### Cell density map

Drawn at 6 px/µm. The die is cut into 6 by 6 equal tiles; white is low, dark blue is high, 0 to 100% covered.
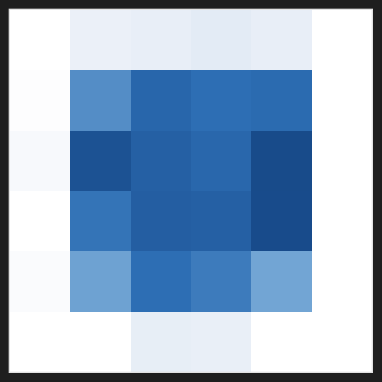
### Where the registers sit

Drawn at 8 px/µm.
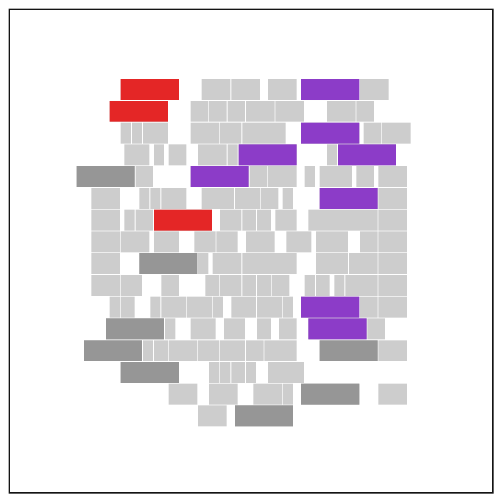
### Wiring by layer

Drawn at 8 px/µm.
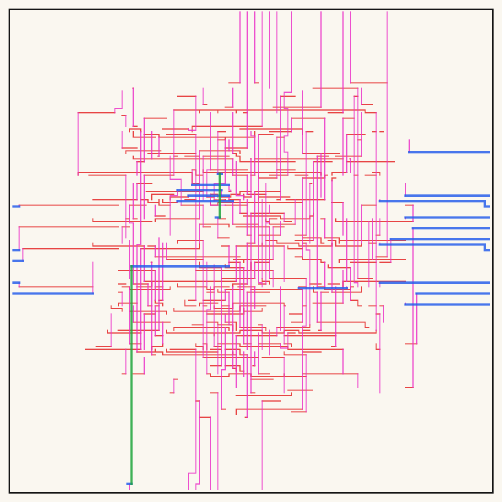
### Clock routing

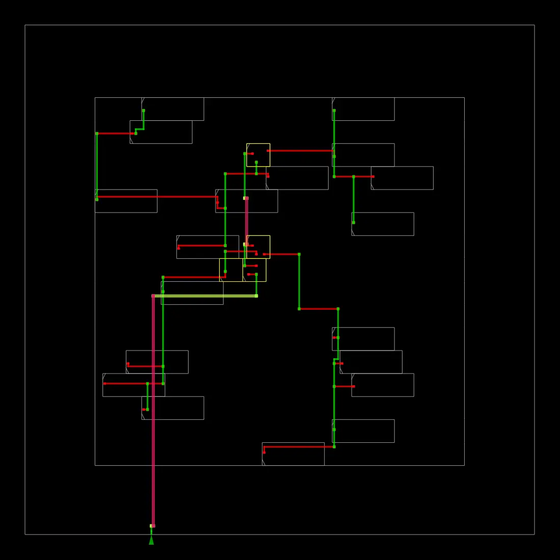
File: config.mk
export PLATFORM = sky130hd
export DESIGN_NAME = ika87ad_opfetch_seq
export DESIGN_NICKNAME = d
export VERILOG_FILES = /design/src/rtl/ika87ad_opfetch_seq.sv
export SDC_FILE = /design/constraint.sdc
export NUM_CORES = 1
export LEC_CHECK = 0
export CORE_MARGIN = 8
export CORE_UTILIZATION = 50
export CTS_BUF_LIST = sky130_fd_sc_hd__clkbuf_4 sky130_fd_sc_hd__clkbuf_8
export CTS_CLUSTER_SIZE = 25
export DETAILED_ROUTE_END_ITERATION = 8
export HOLD_SLACK_MARGIN = 0.08
export PLACE_DENSITY = 0.86
export SLEW_MARGIN = 20
export SYNTH_ARGS = -nofsm -noshare
export SYNTH_HDL_FRONTEND = slang
export SYNTH_SLANG_ARGS = --single-unit
File: constraint.sdc
create_clock -name i_EMUCLK -period 4.8 [get_ports i_EMUCLK]
set_clock_uncertainty 0.15 [all_clocks]
set_input_delay 0.48 -clock i_EMUCLK [delete_from_list [all_inputs] [get_ports i_EMUCLK]]
set_output_delay 0.48 -clock i_EMUCLK [all_outputs]
set_load 0.005 [all_outputs]
File: src/rtl/ika87ad_opfetch_seq.sv
// rtl/ika87ad_opfetch_seq.sv - opcode fetch/prefix sequencer feeding the decoder and microcode engine
module ika87ad_opfetch_seq #(
    parameter logic [7:0] HARDI_OP = 8'h73,
    parameter logic [7:0] NOP_OP   = 8'h00
) (
    input  logic       i_EMUCLK,
    input  logic       i_RESET,
    output logic       o_FETCH_REQ,
    output logic       o_FETCH_M1,
    input  logic       i_FETCH_ACK,
    input  logic [7:0] i_FETCH_DATA,
    output logic       o_PC_INC,
    output logic [7:0] o_OPCODE,
    output logic [2:0] o_OPCODE_PAGE,
    output logic       o_DEC_VALID,
    input  logic       i_DEC_READY,
    output logic       o_DEC_SKIP,
    input  logic       i_INSN_DONE,
    input  logic       i_SKIP_NEXT,
    input  logic       i_IRQ_PEND,
    output logic       o_IRQ_ACK
);

    typedef enum logic [2:0] {
        ST_BOUND  = 3'd0,
        ST_FETCH1 = 3'd1,
        ST_FETCH2 = 3'd2,
        ST_ISSUE  = 3'd3,
        ST_EXEC   = 3'd4
    } state_t;

    state_t     state_q, state_d;
    logic [7:0] opcode_q, opcode_d;
    logic [2:0] page_q, page_d;
    logic       dec_skip_q, dec_skip_d;
    logic       skip_flag_q, skip_flag_d;
    logic       irq_tag_q, irq_tag_d;
    logic       pc_inc_q, pc_inc_d;
    logic       irq_ack_q, irq_ack_d;

    logic       fetch_ack;
    logic       accept;
    logic [2:0] prefix_page;

    // Page codes must line up with the decoder's page input.
    always_comb begin
        prefix_page = 3'd0;
        case (i_FETCH_DATA)
            8'h48:   prefix_page = 3'd1;
            8'h60:   prefix_page = 3'd2;
            8'h64:   prefix_page = 3'd3;
            8'h70:   prefix_page = 3'd4;
            8'h74:   prefix_page = 3'd5;
            default: prefix_page = 3'd0;
        endcase
    end

    assign fetch_ack = i_FETCH_ACK && (state_q == ST_FETCH1 || state_q == ST_FETCH2);
    assign accept    = (state_q == ST_ISSUE) && i_DEC_READY;

    always_comb begin
        state_d     = state_q;
        opcode_d    = opcode_q;
        page_d      = page_q;
        dec_skip_d  = dec_skip_q;
        irq_tag_d   = irq_tag_q;
        pc_inc_d    = fetch_ack;
        irq_ack_d   = accept && irq_tag_q;
        // A skip request in the accept cycle belongs to the following instruction.
        skip_flag_d = accept ? i_SKIP_NEXT : (skip_flag_q || i_SKIP_NEXT);

        case (state_q)
            ST_BOUND: begin
                if (i_IRQ_PEND && !skip_flag_q) begin
                    opcode_d   = HARDI_OP;
                    page_d     = 3'd0;
                    irq_tag_d  = 1'b1;
                    dec_skip_d = 1'b0;
                    state_d    = ST_ISSUE;
                end else begin
                    state_d = ST_FETCH1;
                end
            end
            ST_FETCH1: begin
                if (i_FETCH_ACK) begin
                    if (prefix_page != 3'd0) begin
                        page_d  = prefix_page;
                        state_d = ST_FETCH2;
                    end else begin
                        page_d     = 3'd0;
                        opcode_d   = i_FETCH_DATA;
                        irq_tag_d  = 1'b0;
                        dec_skip_d = skip_flag_q || i_SKIP_NEXT;
                        state_d    = ST_ISSUE;
                    end
                end
            end
            ST_FETCH2: begin
                if (i_FETCH_ACK) begin
                    opcode_d   = i_FETCH_DATA;
                    irq_tag_d  = 1'b0;
                    dec_skip_d = skip_flag_q || i_SKIP_NEXT;
                    state_d    = ST_ISSUE;
                end
            end
            ST_ISSUE: begin
                if (i_DEC_READY) begin
                    dec_skip_d = 1'b0;
                    irq_tag_d  = 1'b0;
                    state_d    = ST_EXEC;
                end
            end
            ST_EXEC: begin
                if (i_INSN_DONE) begin
                    state_d = ST_BOUND;
                end
            end
            default: state_d = ST_BOUND;
        endcase
    end

    always_ff @(posedge i_EMUCLK) begin
        if (i_RESET) begin
            state_q     <= ST_BOUND;
            opcode_q    <= NOP_OP;
            page_q      <= 3'd0;
            dec_skip_q  <= 1'b0;
            skip_flag_q <= 1'b0;
            irq_tag_q   <= 1'b0;
            pc_inc_q    <= 1'b0;
            irq_ack_q   <= 1'b0;
        end else begin
            state_q     <= state_d;
            opcode_q    <= opcode_d;
            page_q      <= page_d;
            dec_skip_q  <= dec_skip_d;
            skip_flag_q <= skip_flag_d;
            irq_tag_q   <= irq_tag_d;
            pc_inc_q    <= pc_inc_d;
            irq_ack_q   <= irq_ack_d;
        end
    end

    assign o_FETCH_REQ   = (state_q == ST_FETCH1) || (state_q == ST_FETCH2);
    assign o_FETCH_M1    = (state_q == ST_FETCH1);
    assign o_PC_INC      = pc_inc_q;
    assign o_IRQ_ACK     = irq_ack_q;
    assign o_DEC_VALID   = (state_q == ST_ISSUE);
    assign o_OPCODE      = (state_q == ST_ISSUE) ? opcode_q : NOP_OP;
    assign o_OPCODE_PAGE = (state_q == ST_ISSUE) ? page_q : 3'd0;
    assign o_DEC_SKIP    = (state_q == ST_ISSUE) && dec_skip_q;

endmodule

==> flow_summary.toml <==
# generated from flow reports
[placed_design]
hpwlAfterDp_um = 1880
dp_cells = 158
pre_cts_ws_ns = 2.45
gp_congestion = 0.814

[finish]
nets = 151
diodes = 0
inv_count = 6
buf_share_pct = 23.6
clk_share_pct = 2.29
synthToLayoutAreaGrowth_pct = 34.1
design_area_mm2 = 0.00131
mostFrequentLayoutCell = "clkdlybuf4s50_1"
fillCellCount = 149
buffers = 31
flop-count = 19

[power_and_ir_drop]
pwr-share-comb_pct = 26.0
power_uw = 369
p_sw_uw = 106
pwr-share-seq_pct = 50.5
p_sw_share_pct = 28.8
p_per_area_mw_per_mm2 = 281
p_int_uw = 263
top_power_group = "registers"

[detailed_routing]
via_per_inst = 5.46
ant_nets = 0
drc = 0
highest_layer = "met4"
dr_wl_met3_um = 168
wl_met1_um = 981

[cts]
cts_tree = "built"
cts_buffer_depth = 2
htreeDepth = 1
cts-root-buf = "clkbuf_4"
cts_setup_buffers = 0
ctsResizeCount = 0

[grt]
grt_overflow = 0
grt_max_degree = 15
use_met2_pct = 25.0
antenna_found_initial = 0
grt_busiest_layer = "met2"
met3_usage_pct = 1.72
grt_pass1_vias = 875
grt_usage_pct = 14.0

[timing]
hold_ws_ns = 0.314
setup_violations = 0
setup_slack_ns = 2.14
rsz0062_at_grt = "false"
fmax_mhz = 375
fin_crit_ns = 2.66
fin_crit_sh_pct = 55.5
drv_slew = 0
tightestPinTransition_ns = 0.451
final_hold_viol_count = 0

[critical_path]
end_kind = "output port"
crit_type = "register to output port"
start_kind = "register"
r2r-end = "opcode_q[0]"

[run_status]
status = "completed"

[logic_synthesis]
ys_async_sr_fraction_pct = 0
ys_seq_share_pct = 38.8
ys_top_cells_by_area = "dfxtp_1 (39%), and2_1 (7.7%), o221a_2 (5.7%), nand2_1 (3.8%), nor2_1 (2.7%)"
synth-warning-count = 0
syn_area_um2 = 980
numSynthFlops = 19
syn-num-nets = 122

[hold_path]
min_to = "o_IRQ_ACK"
min_path_type = "register to register"

[floorplanning]
taps = 27
core.rowCount = 16
fp_util_pct = 51.5

[run]
maxCapViolCount = 0
warnings = 26
-- 'Cell density map' (at the start) --
- tiles over 75% full: 28%
- nearly empty tiles: 33%
- mean over tiles: 35%
- fullest tile: 89%
- densest ninth of the die: center
core area: 0.00190 mm²
final core occ: 69.1%

-- 'Where the registers sit' (at the start) --
- opcode_q: purple (placed flops 8)
- page_q: red (placed flops 3)
FF+latch area: 380 µm²
sequential power: 186 µW
sequential share of cell area: 29.0%

-- 'Wiring by layer' (at the start) --
- met4: green (wire length 32.6 µm)
- met3: blue (wire length 168 µm)
- met1: red (wire length 981 µm)
- met2: magenta (wire length 1200 µm)

-- 'Clock routing' (at the start) --
clk sinks: 19
Clock Buffer Count: 4
CTS buffer count: 3
Latency at later pin: 0.29 ns

-- logic make-up (layout without fill, tap and decap cells) --
| logic type | count (synthesis) | after routing | share of synthesized area [%] |
|---|---|---|---|
| xor gates and xnor gates | 2 | 2 | 1.79 |
| and+or+nand+nor | 46 | 46 | 30.9 |
| muxes | 2 | 2 | 2.17 |
| DFF | 19 | 19 | 38.8 |
| buffers and inverters | 13 | 41 | 6.39 |
| AOI/OAI and AO/OA | 25 | 25 | 19.9 |
-- registers in the layout, summed over array words and instances, names as in the netlist --
register	flops
o_PC_INC	1
page_q	3
state_q	3
irq_tag_q	1
skip_flag_q	1
opcode_q	8
dec_skip_q	1
o_IRQ_ACK	1
-- worst max-delay path, cell delays in order (launching register included) --
cell and delay, ns:
dfxtp_1 0.58, and3b_1 0.46, and2_1 0.19, clkdlybuf4s50_1 0.52
-- synthesized netlist by cell type (all sizes together), types with 2 or more instances --
| master | count |
|---|---|
| dfxtp | 19 |
| buf | 4 |
| o32ai | 3 |
| a2bb2oi | 3 |
| o211ai | 2 |
| nand3 | 2 |
| o21ai | 3 |
| and2 | 12 |
| inv | 6 |
| o221a | 5 |
| nor2b | 2 |
| nor3b | 2 |
| nand3b | 2 |
| a21oi | 5 |
| nor4b | 2 |
| clkbuf | 3 |
| nor2 | 8 |
| nand2 | 10 |
-- how the worst max path moves through the flow --
stage | endpoint | slack [ns] | cells after the start
2_1_floorplan | o_OPCODE[0] | 3.05 | 4
3_3_place_gp | o_OPCODE_PAGE[2] | 2.48 | 3
3_5_place_dp | o_OPCODE[6] | 2.45 | 3
4_1_cts | o_OPCODE[6] | 2.12 | 3
5_1_grt | o_OPCODE[6] | 1.99 | 3
6_report | o_OPCODE[6] | 2.14 | 3
No activity file was given, so power comes from the tool's default toggle rates.
